`src/rtl/gate_sweep_pkg.sv`:
```
// Shared opcode and FSM state types for the gate sweep unit.
package gate_sweep_pkg;

  typedef enum logic [2:0] {
    OP_NOT  = 3'd0,
    OP_AND  = 3'd1,
    OP_OR   = 3'd2,
    OP_NAND = 3'd3,
    OP_NOR  = 3'd4,
    OP_XOR  = 3'd5,
    OP_XNOR = 3'd6,
    OP_RSVD = 3'd7
  } op_e;

  typedef enum logic [1:0] {
    ST_IDLE  = 2'd0,
    ST_RUN   = 2'd1,
    ST_DRAIN = 2'd2,
    ST_DONE  = 2'd3
  } state_e;

endpackage

```
`src/rtl/gate_op_unit.sv`:
```
// Combinational bitwise gate evaluation for one operand pair.
module gate_op_unit
  import gate_sweep_pkg::*;
#(
  parameter int WIDTH = 1
) (
  input  logic [WIDTH-1:0] a,
  input  logic [WIDTH-1:0] b,
  input  op_e              op,
  output logic [WIDTH-1:0] y
);

  always_comb begin
    y = '0;
    case (op)
      OP_NOT:  y = ~a;
      OP_AND:  y = a & b;
      OP_OR:   y = a | b;
      OP_NAND: y = ~(a & b);
      OP_NOR:  y = ~(a | b);
      OP_XOR:  y = a ^ b;
      OP_XNOR: y = ~(a ^ b);
      default: y = '0;
    endcase
  end

endmodule

```
`src/rtl/gate_sweep_unit.sv`:
```
// Exhaustive operand sweep through a selectable bitwise gate.
// Define GATE_SWEEP_SIG_EN to build the rotate-XOR result signature on sig.
module gate_sweep_unit
  import gate_sweep_pkg::*;
#(
  parameter int WIDTH = 1
) (
  input  logic             clk,
  input  logic             rst,
  input  logic             start,
  input  logic [2:0]       op,
  output logic             busy,
  output logic             done,
  output logic [WIDTH-1:0] a_out,
  output logic [WIDTH-1:0] b_out,
  output logic [WIDTH-1:0] y_out,
  output logic             y_valid,
  output logic [WIDTH-1:0] sig
);

  state_e               state_reg;
  op_e                  op_reg;
  logic [2*WIDTH-1:0]   count_reg;
  logic                 busy_reg;
  logic                 done_reg;
  logic                 y_valid_reg;
  logic [WIDTH-1:0]     y_reg;
  logic [WIDTH-1:0]     gate_y;

  // The applied operands are simply the two halves of the sweep counter.
  assign a_out   = count_reg[2*WIDTH-1:WIDTH];
  assign b_out   = count_reg[WIDTH-1:0];
  assign busy    = busy_reg;
  assign done    = done_reg;
  assign y_valid = y_valid_reg;
  assign y_out   = y_reg;

  gate_op_unit #(.WIDTH(WIDTH)) u_gate (
    .a  (a_out),
    .b  (b_out),
    .op (op_reg),
    .y  (gate_y)
  );

  always_ff @(posedge clk) begin
    if (rst) begin
      state_reg   <= ST_IDLE;
      op_reg      <= OP_NOT;
      count_reg   <= '0;
      busy_reg    <= 1'b0;
      done_reg    <= 1'b0;
      y_valid_reg <= 1'b0;
      y_reg       <= '0;
    end else begin
      case (state_reg)
        ST_IDLE: begin
          done_reg    <= 1'b0;
          y_valid_reg <= 1'b0;
          if (start) begin
            op_reg    <= op_e'(op);
            count_reg <= '0;
            busy_reg  <= 1'b1;
            state_reg <= ST_RUN;
          end
        end
        ST_RUN: begin
          y_reg       <= gate_y;
          y_valid_reg <= 1'b1;
          // Stop on the last combination so the operands stay put through drain.
          if (count_reg == '1) begin
            state_reg <= ST_DRAIN;
          end else begin
            count_reg <= count_reg + 1'b1;
          end
        end
        ST_DRAIN: begin
          y_valid_reg <= 1'b0;
          busy_reg    <= 1'b0;
          done_reg    <= 1'b1;
          state_reg   <= ST_DONE;
        end
        ST_DONE: begin
          done_reg  <= 1'b0;
          state_reg <= ST_IDLE;
        end
        default: state_reg <= ST_IDLE;
      endcase
    end
  end

`ifdef GATE_SWEEP_SIG_EN
  logic [WIDTH-1:0] sig_reg;
  logic [WIDTH-1:0] sig_rot;

  generate
    if (WIDTH == 1) begin : g_sig_w1
      assign sig_rot = sig_reg;
    end else begin : g_sig_wn
      assign sig_rot = {sig_reg[WIDTH-2:0], sig_reg[WIDTH-1]};
    end
  endgenerate

  always_ff @(posedge clk) begin
    if (rst) begin
      sig_reg <= '0;
    end else if (state_reg == ST_IDLE && start) begin
      sig_reg <= '0;
    end else if (y_valid_reg) begin
      sig_reg <= sig_rot ^ y_reg;
    end
  end

  assign sig = sig_reg;
`else
  assign sig = '0;
`endif

endmodule

```
`config.mk`:
```
export PLATFORM = sky130hd
export DESIGN_NAME = gate_sweep_unit
export DESIGN_NICKNAME = d
export VERILOG_FILES = /design/src/rtl/gate_sweep_pkg.sv /design/src/rtl/gate_op_unit.sv /design/src/rtl/gate_sweep_unit.sv
export SDC_FILE = /design/constraint.sdc
export NUM_CORES = 1
export LEC_CHECK = 0
export ABC_AREA = 1
export CORE_MARGIN = 2
export CORE_UTILIZATION = 42
export CTS_BUF_LIST = sky130_fd_sc_hd__clkbuf_16
export CTS_CLUSTER_DIAMETER = 30
export DETAILED_ROUTE_END_ITERATION = 8
export PLACE_DENSITY = 0.67
export SLEW_MARGIN = 20
export SYNTH_ARGS = -nofsm -noshare
export SYNTH_HDL_FRONTEND = slang
export SYNTH_SLANG_ARGS = --single-unit
export TNS_END_PERCENT = 50
```
`constraint.sdc`:
```
create_clock -name clk -period 1.44 [get_ports clk]
set_clock_uncertainty 0.2 [all_clocks]
set_input_delay 0.288 -clock clk [delete_from_list [all_inputs] [get_ports clk]]
set_output_delay 0.288 -clock clk [all_outputs]
set_load 0.02 [all_outputs]
```
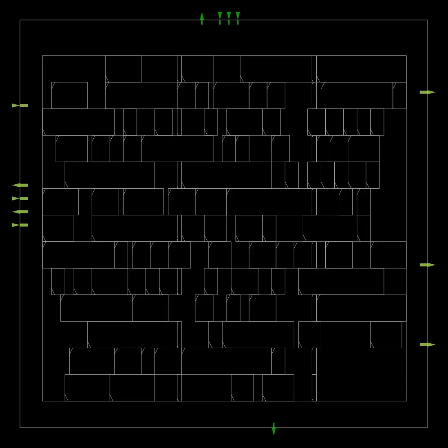
Fig. 1. Placement view (run 1).
Final Non-Filler Cells: 116
# rows: 13
Final Core Density: 0.698
Core Area: 1320 um2
flop share of the area: 0.252

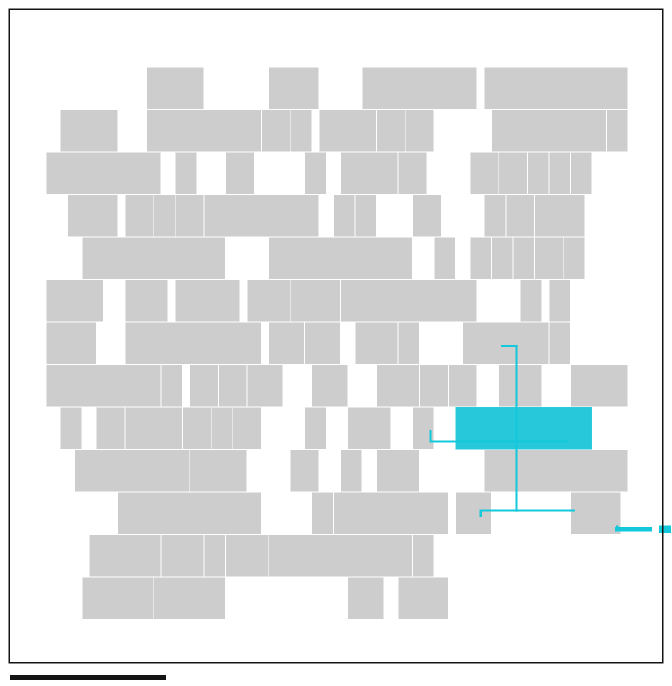
Fig. 2. I/O nets highlighted (run 1).
Bar = 10 um.
[b_out] cyan | bits: 1 | direction: output | edge: east | end cells: 1 | buffers: 1 | wire: 29.4 um

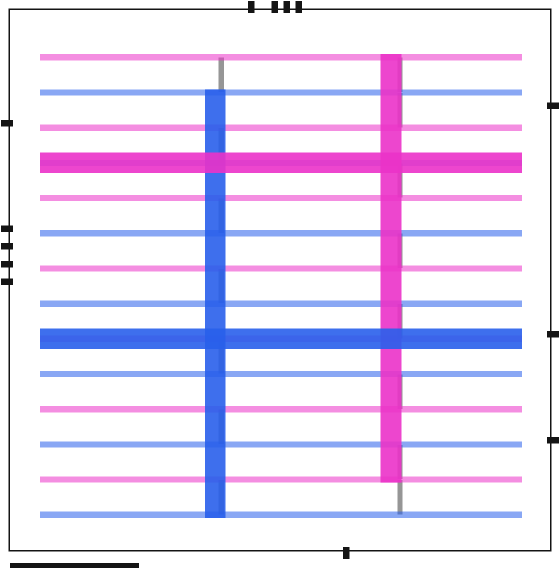
Fig. 3. Power grid (run 1).
Bar = 10 um. Pins as bars on the die edge. Tap cells in gray.
[VDD] magenta
[VSS] blue
rows: 13
signal pins: 13
met1 rails: 14
met4 straps: 2

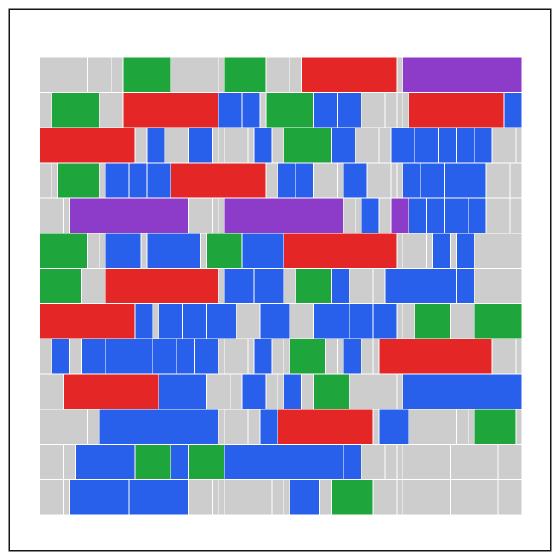
Fig. 4. Cell classes on the final placement (run 1).
Fill, decap, tap and diode cells in gray.
[combinational and other logic] blue | cells: 68 | share of their area: 48%
[clock drivers and dummy loads] purple | cells: 4 | share of their area: 8.8%
[remaining buffers and delay cells] green | cells: 18 | share of their area: 17%
[sequential cells] red | cells: 11 | share of their area: 26%

==> deck_impl_summary.md, run 1 <==
Implementation Results

Final layout
  – Largest register FFs: 3
  – Nets: 115
  – Post-layout instance area: 920 um2
  – Total inserted antenna cells: 0
  – Top cells excl fill/tap: nand2_1, a21oi_1, inv_1, dfxtp_1, buf_4
  – Most frequent logic cell in the layout: nand2_1

Clock tree
  – CTS Root Cell: clkbuf_16
  – Hold buffers post-CTS: 0
  – Post-CTS Setup Bufs: 0
  – Worst-skew pair later-pin latency: approximately 240 ps
  – TritonCTS buffer count: 3
  – Htree depth: 1
  – CTS tree: yes
  – Clock sink count: 11

Critical path
  – Crit path kind: flip-flop to output port
  – Worst path buffer plus inverter count: 1
  – Required @ worst endpoint: 950 ps
  – Max incr delay on CP: 370 ps
  – Reg2reg setup slack: 60 ps
  – CP Launch Type: flip-flop
  – CP Cell Sequence: dlygate4sd2_1
  – Crit. End Element: output port
  – Crit path DAT: 930 ps
  – Crit-path slowest cell: dfxtp_4

Floorplanning
  – Die Wd: ~42 um
  – I/O pin cnt: 13
  – Die height: 41.7 um
  – DIE AREA: around 1700 um2
  – FP Util: 0.454

Global route
  – Global-route wire length before repair: between 2000 and 2500 um
  – Global Route Usage Sum: 0.167
  – Largest net degree at the start of global routing: 7
  – Initial antenna violation count: 0
  – Vias in the first global route: roughly 540
  – Grt total ovfl: 0

Hold path
  – Hold WC Path Type: flip-flop to flip-flop

Placed design
  – DP Worst Slack: -133 ps
  – Dpl cells: 112
  – Detailed placement HPWL: 942 um
  – Cell Area, Placed: 779 um2
  – GP Congestion: 0.804

Detailed routing
  – Routed Antenna Nets: 0
  – DR DRC count: 0
  – DR pass1 iterations: 4
  – Drt via density: 4.75
  – WL per Instance: around 11 um
  – WL final: between 1000 and 1500 um

Yosys
  – Ys flops: 11
  – Yosys chip area: 598 um2
  – Avg Cell Area, Syn: 7.48 um2
  – Sequential fraction of the synthesis area: 0.368
  – Yosys cell types: 18
  – Floorplan Nets: 93
  – YS warnings: 0
  – # Cells Yosys: 80
  – Post-synthesis cell count: 80

Status
  – Status: complete, no violations

Power and ir drop
  – P per Cell Area: 2140 nW/um2
  – Power Total: 1960 uW
  – Peak supply drop: 0.00133 V
  – Lkg Pwr: 0.000415 uW

Timing
  – Max Fclk: approximately 700 MHz
  – Final setup violation count: 0
  – Period minus WS final: roughly 1400 ps
  – Pins Over Slew Limit: 0
  – Final WS setup: 18.2 ps
  – Fin. Hold Viols: 0

Job
  – Tool warnings: 32
  – Max Cap Violations: 0
[run 1: layer usage]
metal,wire length [um],global-route usage,up-vias,part of all wire
li1,-,-,301,-
met2,601,0.259,11,0.47
met4,8,0.0581,0,0.0063
met1,603,0.201,237,0.47
met3,60,0.0783,2,0.047
met5,0,0,-,0
[run 1: power breakdown]
group / leakage, uW / total [uW] / switching [uW] / internal [uW]
clock: 0.0000423 / 495 / 131 / 364
sequential: 0.0000928 / 509 / 87.3 / 422
combinational: 0.000280 / 960 / 509 / 451
[run 1: cells in the mapped netlist (all sizes together)]
master	number	area [um2]
nand4	1	6.26
inv	11	41.3
buf	1	7.51
o21ai	7	35.0
nand3	4	20.0
a21oi	10	53.8
nor2	6	22.5
ha	7	87.6
nor3	3	15.0
nand2	16	70.1
dfxtp	11	220
o21a	1	7.51
conb	1	3.75
a211oi	1	7.51
[run 1: area by class of cell]
cell class                 count  area, um2
tap                           15       18.8
timing repair buffer          18        156
multi-input combinational     57        390
inverter                      11       43.8
clock buffer                   3       75.1
clock inverter                 1       3.75
sequential                    11        231
fill                         106        398
[run 1: cell families after synthesis]
| family | synth area share |
|---|---|
| and+or+nand+nor | 0.224 |
| AOI/OAI and AO/OA | 0.174 |
| DFF | 0.368 |
| buffers and inverters | 0.0816 |
| other | 0.00627 |
| adders and majority gates | 0.146 |
[run 1: per-stage QoR]
stage	setup TNS (ps)	hold WS, ps	utilization
floorplan	0	141	-
global placement	-419	263	0.592
detailed placement	-510	274	0.592
CTS	0	281	0.657
global route	-40.1	305	0.698
finish	0	277	0.698
[run 1: worst paths after layout]
| path | from | endpoint | depth (start not counted) |
|---|---|---|---|
| worst max-delay path | count_reg[0] | b_out | 1 |
| worst min-delay path | done | done | 2 |
| worst max register to register | state_reg[0] | busy | 4 |
| worst min register to register | done | done | 2 |
Fig. 5: run 1, signal metal coverage by tile
8 x 8 tiles, from dark blue (low) to red (high), scaled to the fullest tile. Values are wire area over tile area, all layers added.
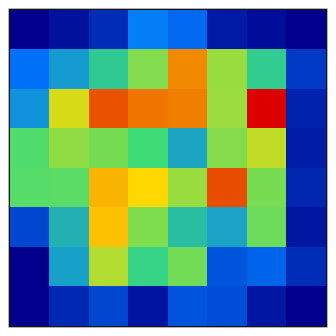

==> run 2, diff against run 1 <==
--- a/config.mk
+++ b/config.mk
@@ -11,7 +11,9 @@
 export CTS_BUF_LIST = sky130_fd_sc_hd__clkbuf_16
 export CTS_CLUSTER_DIAMETER = 30
 export DETAILED_ROUTE_END_ITERATION = 8
+export HOLD_SLACK_MARGIN = 0.06
 export PLACE_DENSITY = 0.67
+export RECOVER_POWER = 100
 export SLEW_MARGIN = 20
 export SYNTH_ARGS = -nofsm -noshare
 export SYNTH_HDL_FRONTEND = slang
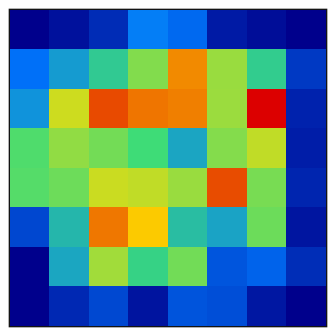
Fig. 6. Signal metal coverage by tile (run 2).
8 x 8 tiles, from dark blue (low) to red (high), scaled to the fullest tile. Values are wire area over tile area, all layers added.
emptiest ninth of the die: south-east
mean over tiles: 0.12
densest ninth of the die: center
tiles over half the peak: 42%
fullest tile: 0.30

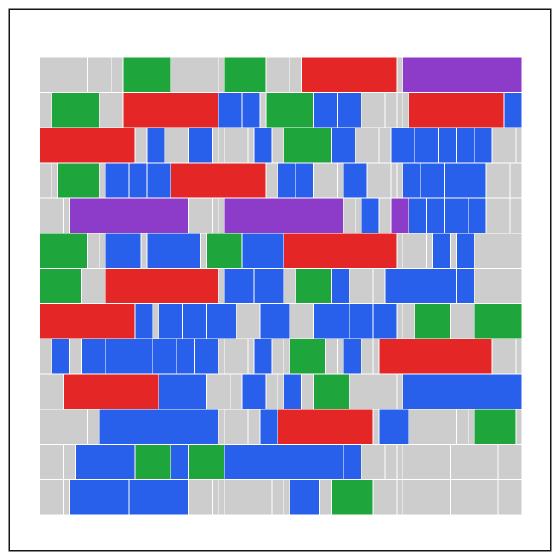
Fig. 7. Cell classes on the final placement (run 2).
Fill, decap, tap and diode cells in gray.
[combinational and other logic] blue | cells: 68 | share of their area: 48%
[clock drivers and dummy loads] purple | cells: 4 | share of their area: 8.8%
[remaining buffers and delay cells] green | cells: 18 | share of their area: 17%
[sequential cells] red | cells: 11 | share of their area: 26%

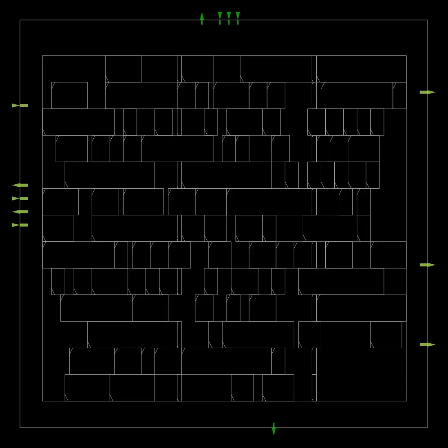
Fig. 8. Placement view (run 2).
Taps Inserted: 15
flop count: 11
fillers: 106

==> deck_impl_summary.md, run 2 <==
Implementation Results

Detailed routing
  – WL per Instance: 10.9 um (was 11.0 um)
  – Routed Antenna Nets: 0 (unchanged)
  – Met2 routed WL: 600 um (was 601 um)
  – Max Used Layer: met4 (unchanged)
  – Met3 wire len: 68 um (was 60 um)
  – Drt via density: 4.78 (was 4.75)
  – DRT met1 WL: 592 um (was 603 um)

Yosys
  – Ys flops: 11 (unchanged)
  – Number of enable flip-flop cells: 0 (unchanged)
  – Post-synthesis cell count: 80 (unchanged)
  – Floorplan Nets: 93 (unchanged)
  – YS warnings: 0 (unchanged)
  – # Cells Yosys: 80 (unchanged)
  – Cell type with the largest total area: dfxtp_1 (unchanged)
  – Largest cells by area after synthesis: dfxtp_1, ha_1, a21oi_1 (unchanged)

Global route
  – Grt met2 use: 0.259 (unchanged)
  – Busiest layer in global routing: met2 (unchanged)
  – Global Route Usage Sum: 0.167 (unchanged)
  – Initial antenna violation count: 0 (unchanged)
  – Largest net degree at the start of global routing: 7 (unchanged)
  – Global-route wire length before repair: 2220 um (unchanged)

Floorplanning
  – Die Wd: 41.7 um (unchanged)
  – FP Util: 0.454 (unchanged)
  – DIE AREA: 1740 um2 (unchanged)
  – I/O pin cnt: 13 (unchanged)
  – Die height: 41.7 um (unchanged)
  – # rows: 13 (unchanged)

Critical path
  – Critical path startpoint: count_reg[0] (unchanged)
  – Crit. End Element: output port (unchanged)
  – Max incr delay on CP: 370 ps (about the same)
  – CP Launch Type: flip-flop (unchanged)
  – Worst path buffer plus inverter count: 1 (unchanged)
  – Crit-path slowest cell: dfxtp_4 (unchanged)
  – Required @ worst endpoint: 950 ps (about the same)
  – Crit path DAT: 930 ps (about the same)
  – Worst r2r src: state_reg[0] (unchanged)

Clock tree
  – Hold buffers post-CTS: 0 (unchanged)
  – TritonCTS buffer count: 3 (unchanged)
  – Htree depth: 1 (unchanged)
  – Post-CTS Setup Bufs: 0 (unchanged)
  – Worst-skew pair later-pin latency: 240 ps (about the same)
  – CTS tree: yes (unchanged)

Placed design
  – Detailed placement HPWL: 942 um (unchanged)
  – GP Congestion: 0.804 (unchanged)
  – Cell Area, Placed: 779 um2 (unchanged)
  – DP Worst Slack: -133 ps (unchanged)
  – Dpl cells: 112 (unchanged)

Timing
  – Period minus WS final: 1420 ps (about the same)
  – Pins Over Slew Limit: 0 (unchanged)
  – Final setup violation count: 0 (unchanged)
  – Final WS setup: 18.2 ps (about the same)
  – Fin. Hold Viols: 0 (unchanged)

Final layout
  – Most frequent logic cell in the layout: nand2_1 (unchanged)
  – Top cells excl fill/tap: nand2_1, a21oi_1, inv_1, dfxtp_1 (was nand2_1, a21oi_1, inv_1, dfxtp_1, buf_4)
  – Final Core Density: 0.698 (unchanged)
  – Nets: 115 (unchanged)
  – Final Non-Filler Cells: 116 (unchanged)
  – Total inserted antenna cells: 0 (unchanged)

Status
  – Status: complete, no violations (unchanged)

Job
  – Tool warnings: 32 (unchanged)
  – Max Cap Violations: 0 (unchanged)

Power and ir drop
  – Lkg Pwr: 0.000415 uW (about the same)
  – Peak supply drop: 0.00133 V (about the same)

Hold path
  – Hold path start: done (unchanged)
-- run 2: cell families after synthesis --
logic type | synth area share
AOI/OAI and AO/OA | 0.174
DFF | 0.368
buffers and inverters | 0.0816
adders and majority gates | 0.146
and+or+nand+nor | 0.224
other | 0.00627
-- run 2: repair_timing --
| item | CTS | global route |
|---|---|---|
| pin swaps | 0 | 3 |
| resized | 8 | 16 |
| endpoints found under the setup margin | 10 | 9 |
-- run 2: path summary, 6_finish.rpt --
| path | depth (start not counted) | slack [ps] | to |
|---|---|---|---|
| max reg2reg | 4 | 50 | busy |
| min reg2reg | 2 | 280 | done |
| min | 2 | 280 | done |
| max | 1 | 20 | b_out |
-- run 2: layout make-up --
cell class | instances | area, um2 | share of cell area
clock buffer | 3 | 75.1 | 0.0816
clock inverter | 1 | 3.75 | 0.00408
inverter | 11 | 43.8 | 0.0476
multi-input combinational | 57 | 390 | 0.424
sequential | 11 | 231 | 0.252
tap | 15 | 18.8 | 0.0204
timing repair buffer | 18 | 156 | 0.170
-- run 2: report_power, final --
group / leakage, uW / total [uW] / switching, uW / internal [uW]
sequential: 0.0000928 / 508 / 86.4 / 422
clock: 0.0000423 / 495 / 131 / 364
combinational: 0.000280 / 958 / 508 / 449
-- run 2: stage by stage --
| step | hold WS, ps | power (uW) | TNS [ps] |
|---|---|---|---|
| after global placement | 263 | 1350 | -419 |
| after floorplan | 141 | 1030 | 0 |
| final | 277 | 1960 | 0 |
| after detailed placement | 274 | 1350 | -510 |
| after CTS | 281 | 1850 | 0 |
| after global routing | 305 | 2130 | -44.0 |
==> run 3, diff against run 2 <==
--- a/config.mk
+++ b/config.mk
@@ -10,6 +10,7 @@
 export CORE_UTILIZATION = 42
 export CTS_BUF_LIST = sky130_fd_sc_hd__clkbuf_16
 export CTS_CLUSTER_DIAMETER = 30
+export CTS_CLUSTER_SIZE = 16
 export DETAILED_ROUTE_END_ITERATION = 8
 export HOLD_SLACK_MARGIN = 0.06
 export PLACE_DENSITY = 0.67
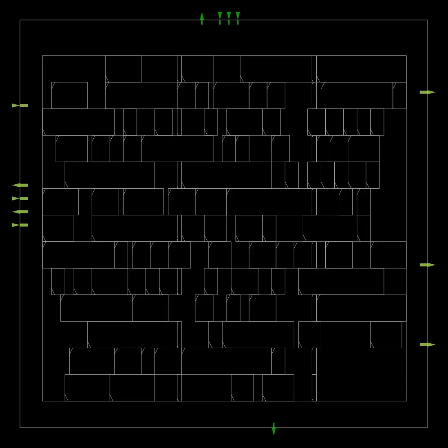
Fig. 9. Placement view (run 3).

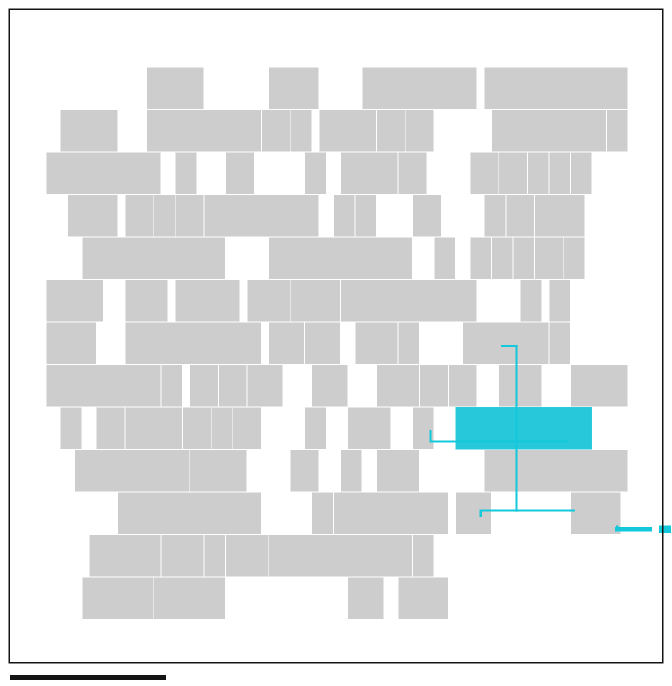
Fig. 10. I/O nets highlighted (run 3).
Bar = 10 um.
[b_out] cyan | bits: 1 | direction: output | edge: east | end cells: 1 | buffers: 1 | wire: 29.4 um
IO buf count: 11
I/O pin cnt: 13

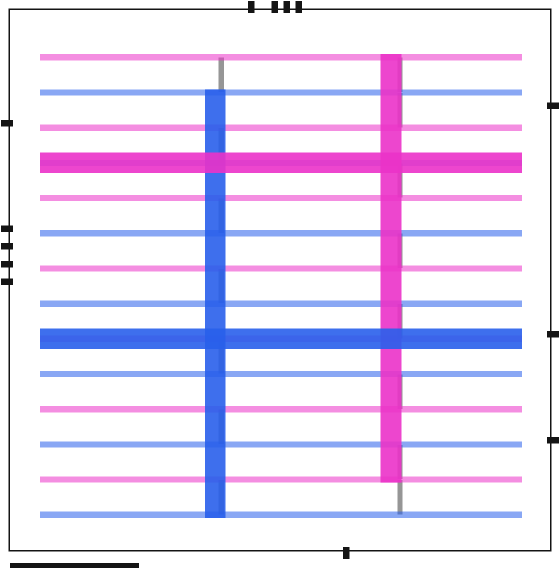
Fig. 11. Power grid (run 3).
Bar = 10 um. Pins as bars on the die edge. Tap cells in gray.
[VDD] magenta
[VSS] blue
tap cells: 15
signal pins: 13
met4 straps: 2

==> deck_impl_summary.md, run 3 <==
Implementation Results

Status
  – Status: complete, no violations (unchanged)

Power and ir drop
  – Reg power frac: 0.259 (about the same)
  – Peak supply drop: 0.00133 V (unchanged)
  – Net switching power: 726 uW (unchanged)
  – P per Cell Area: 2130 nW/um2 (unchanged)
  – Logic gate share of total power: 0.488 (about the same)
  – Clk pwr share: 0.252 (about the same)
  – Switching portion of total power: 0.370 (unchanged)

Yosys
  – Avg Cell Area, Syn: 7.48 um2 (unchanged)
  – Simple-Gate Area Share: 0.224 (unchanged)
  – FFs w/ async S/R, synth: 0 (unchanged)
  – Number of enable flip-flop cells: 0 (unchanged)
  – Ao+oa area frac: 0.174 (unchanged)
  – Synth Area in XOR/XNOR: 0 (unchanged)
  – Sequential fraction of the synthesis area: 0.368 (unchanged)
  – Cell type with the largest total area: dfxtp_1 (unchanged)
  – Max-area cell share: 0.368 (unchanged)
  – Most frequent cell after synthesis: nand2_1 (unchanged)
  – Post-synthesis cell count: 80 (unchanged)
  – Floorplan Nets: 93 (unchanged)
  – YS warnings: 0 (unchanged)
  – Ys flops: 11 (unchanged)
  – Most used flip-flop cell: dfxtp_1 (unchanged)

Floorplanning
  – Core Area: 1320 um2 (unchanged)
  – # rows: 13 (unchanged)
  – Die height: 41.7 um (unchanged)
  – DIE AREA: 1740 um2 (unchanged)
  – Die Wd: 41.7 um (unchanged)
  – FP Util: 0.454 (unchanged)

Critical path
  – Crit path to: b_out (unchanged)
  – Reg2reg setup slack: 50 ps (about the same)
  – CP Cell Sequence: dlygate4sd2_1 (unchanged)
  – Crit-path slowest cell: dfxtp_4 (unchanged)
  – Worst path buffer plus inverter count: 1 (unchanged)
  – Crit path kind: flip-flop to output port (unchanged)
  – Worst r2r src: state_reg[0] (unchanged)
  – R2R Path End: busy (unchanged)
  – Reg2Reg Depth: 4 (unchanged)
  – Max incr delay on CP: 370 ps (about the same)
  – WP depth: 1 (unchanged)
  – Crit. End Element: output port (unchanged)

Global route
  – Initial antenna violation count: 0 (unchanged)
  – Global-route wire length before repair: 2220 um (unchanged)
  – Largest net degree at the start of global routing: 7 (unchanged)
  – Vias in the first global route: 536 (unchanged)

Placed design
  – Cell Area, Placed: 779 um2 (unchanged)
  – Detailed placement HPWL: 942 um (unchanged)
  – GP Congestion: 0.804 (unchanged)

Timing
  – Max Fclk: 703 MHz (unchanged)
  – Fin. Hold Viols: 0 (unchanged)
  – Period minus WS final: 1420 ps (unchanged)

Hold path
  – Hold endpoint: done (unchanged)
  – Hold path start: done (unchanged)
  – Hold Crit Depth: 2 (unchanged)

Clock tree
  – Post-CTS Setup Bufs: 0 (unchanged)
  – TritonCTS buffer count: 3 (unchanged)
  – CTS Root Cell: clkbuf_16 (unchanged)
  – Worst-skew pair later-pin latency: 240 ps (about the same)

Detailed routing
  – Drt via density: 4.78 (unchanged)
  – DR pass1 iterations: 4 (unchanged)
  – Routed Antenna Nets: 0 (unchanged)
  – WL final: 1270 um (unchanged)

Final layout
  – Nets: 115 (unchanged)
  – Most frequent logic cell in the layout: nand2_1 (unchanged)
  – Top cells excl fill/tap: nand2_1, a21oi_1, inv_1, dfxtp_1 (unchanged)
  – Post-layout instance area: 920 um2 (unchanged)
  – Total inserted antenna cells: 0 (unchanged)

Job
  – Max Cap Violations: 0 (unchanged)
run 3: power groups by stage:
stage	sequential (uW)	combinational [uW]	clock (uW)
3_5_place_dp	492	863	0
5_1_grt	527	1080	523
4_1_cts	485	859	508
3_3_place_gp	488	860	0
6_report	508	958	495
2_1_floorplan	544	486	0
run 3: cell families (layout without fill, tap and decap cells):
group                      after synthesis  after routing
AOI/OAI and AO/OA                       19             19
adders and majority gates                7              7
other                                    1              1
DFF                                     11             11
and+or+nand+nor                         30             30
buffers and inverters                   12             33
run 3: layout make-up:
| cell class | instances | area, um2 |
|---|---|---|
| Fill cell | 106 | 398 |
| Multi-Input combinational cell | 57 | 390 |
| Sequential cell | 11 | 231 |
| Timing Repair Buffer | 18 | 156 |
| Clock buffer | 3 | 75.1 |
| Inverter | 11 | 43.8 |
| Tap cell | 15 | 18.8 |
| Clock inverter | 1 | 3.75 |
run 3: metrics by stage:
step / hold slack, ps / total power (uW) / TNS [ps] / worst slack (ps) / cells
after floorplan: 141 / 1030 / 0 / 2.02 / 80
after global placement: 263 / 1350 / -419 / -87.3 / 112
after detailed placement: 274 / 1350 / -510 / -133 / 112
after CTS: 281 / 1850 / 0 / 21.1 / 116
after global routing: 305 / 2130 / -44.0 / -20.4 / 116
final: 277 / 1960 / 0 / 18.2 / 116
run 3: per-layer routing:
| layer | wire length [um] | GRT usage | up-vias | part of all wire |
|---|---|---|---|---|
| li1 | - | - | 301 | - |
| met1 | 592 | 0.201 | 238 | 0.47 |
| met2 | 600 | 0.259 | 13 | 0.47 |
| met3 | 68 | 0.0783 | 2 | 0.054 |
| met4 | 8 | 0.0581 | 0 | 0.0063 |
| met5 | 0 | 0 | - | 0 |
run 3: what timing repair did:
item	CTS	global route
resized	8	16
pin swaps	0	3
endpoints found under the setup margin	10	9
hold buffers	0	0
Power is estimated from default activity; no workload was simulated.
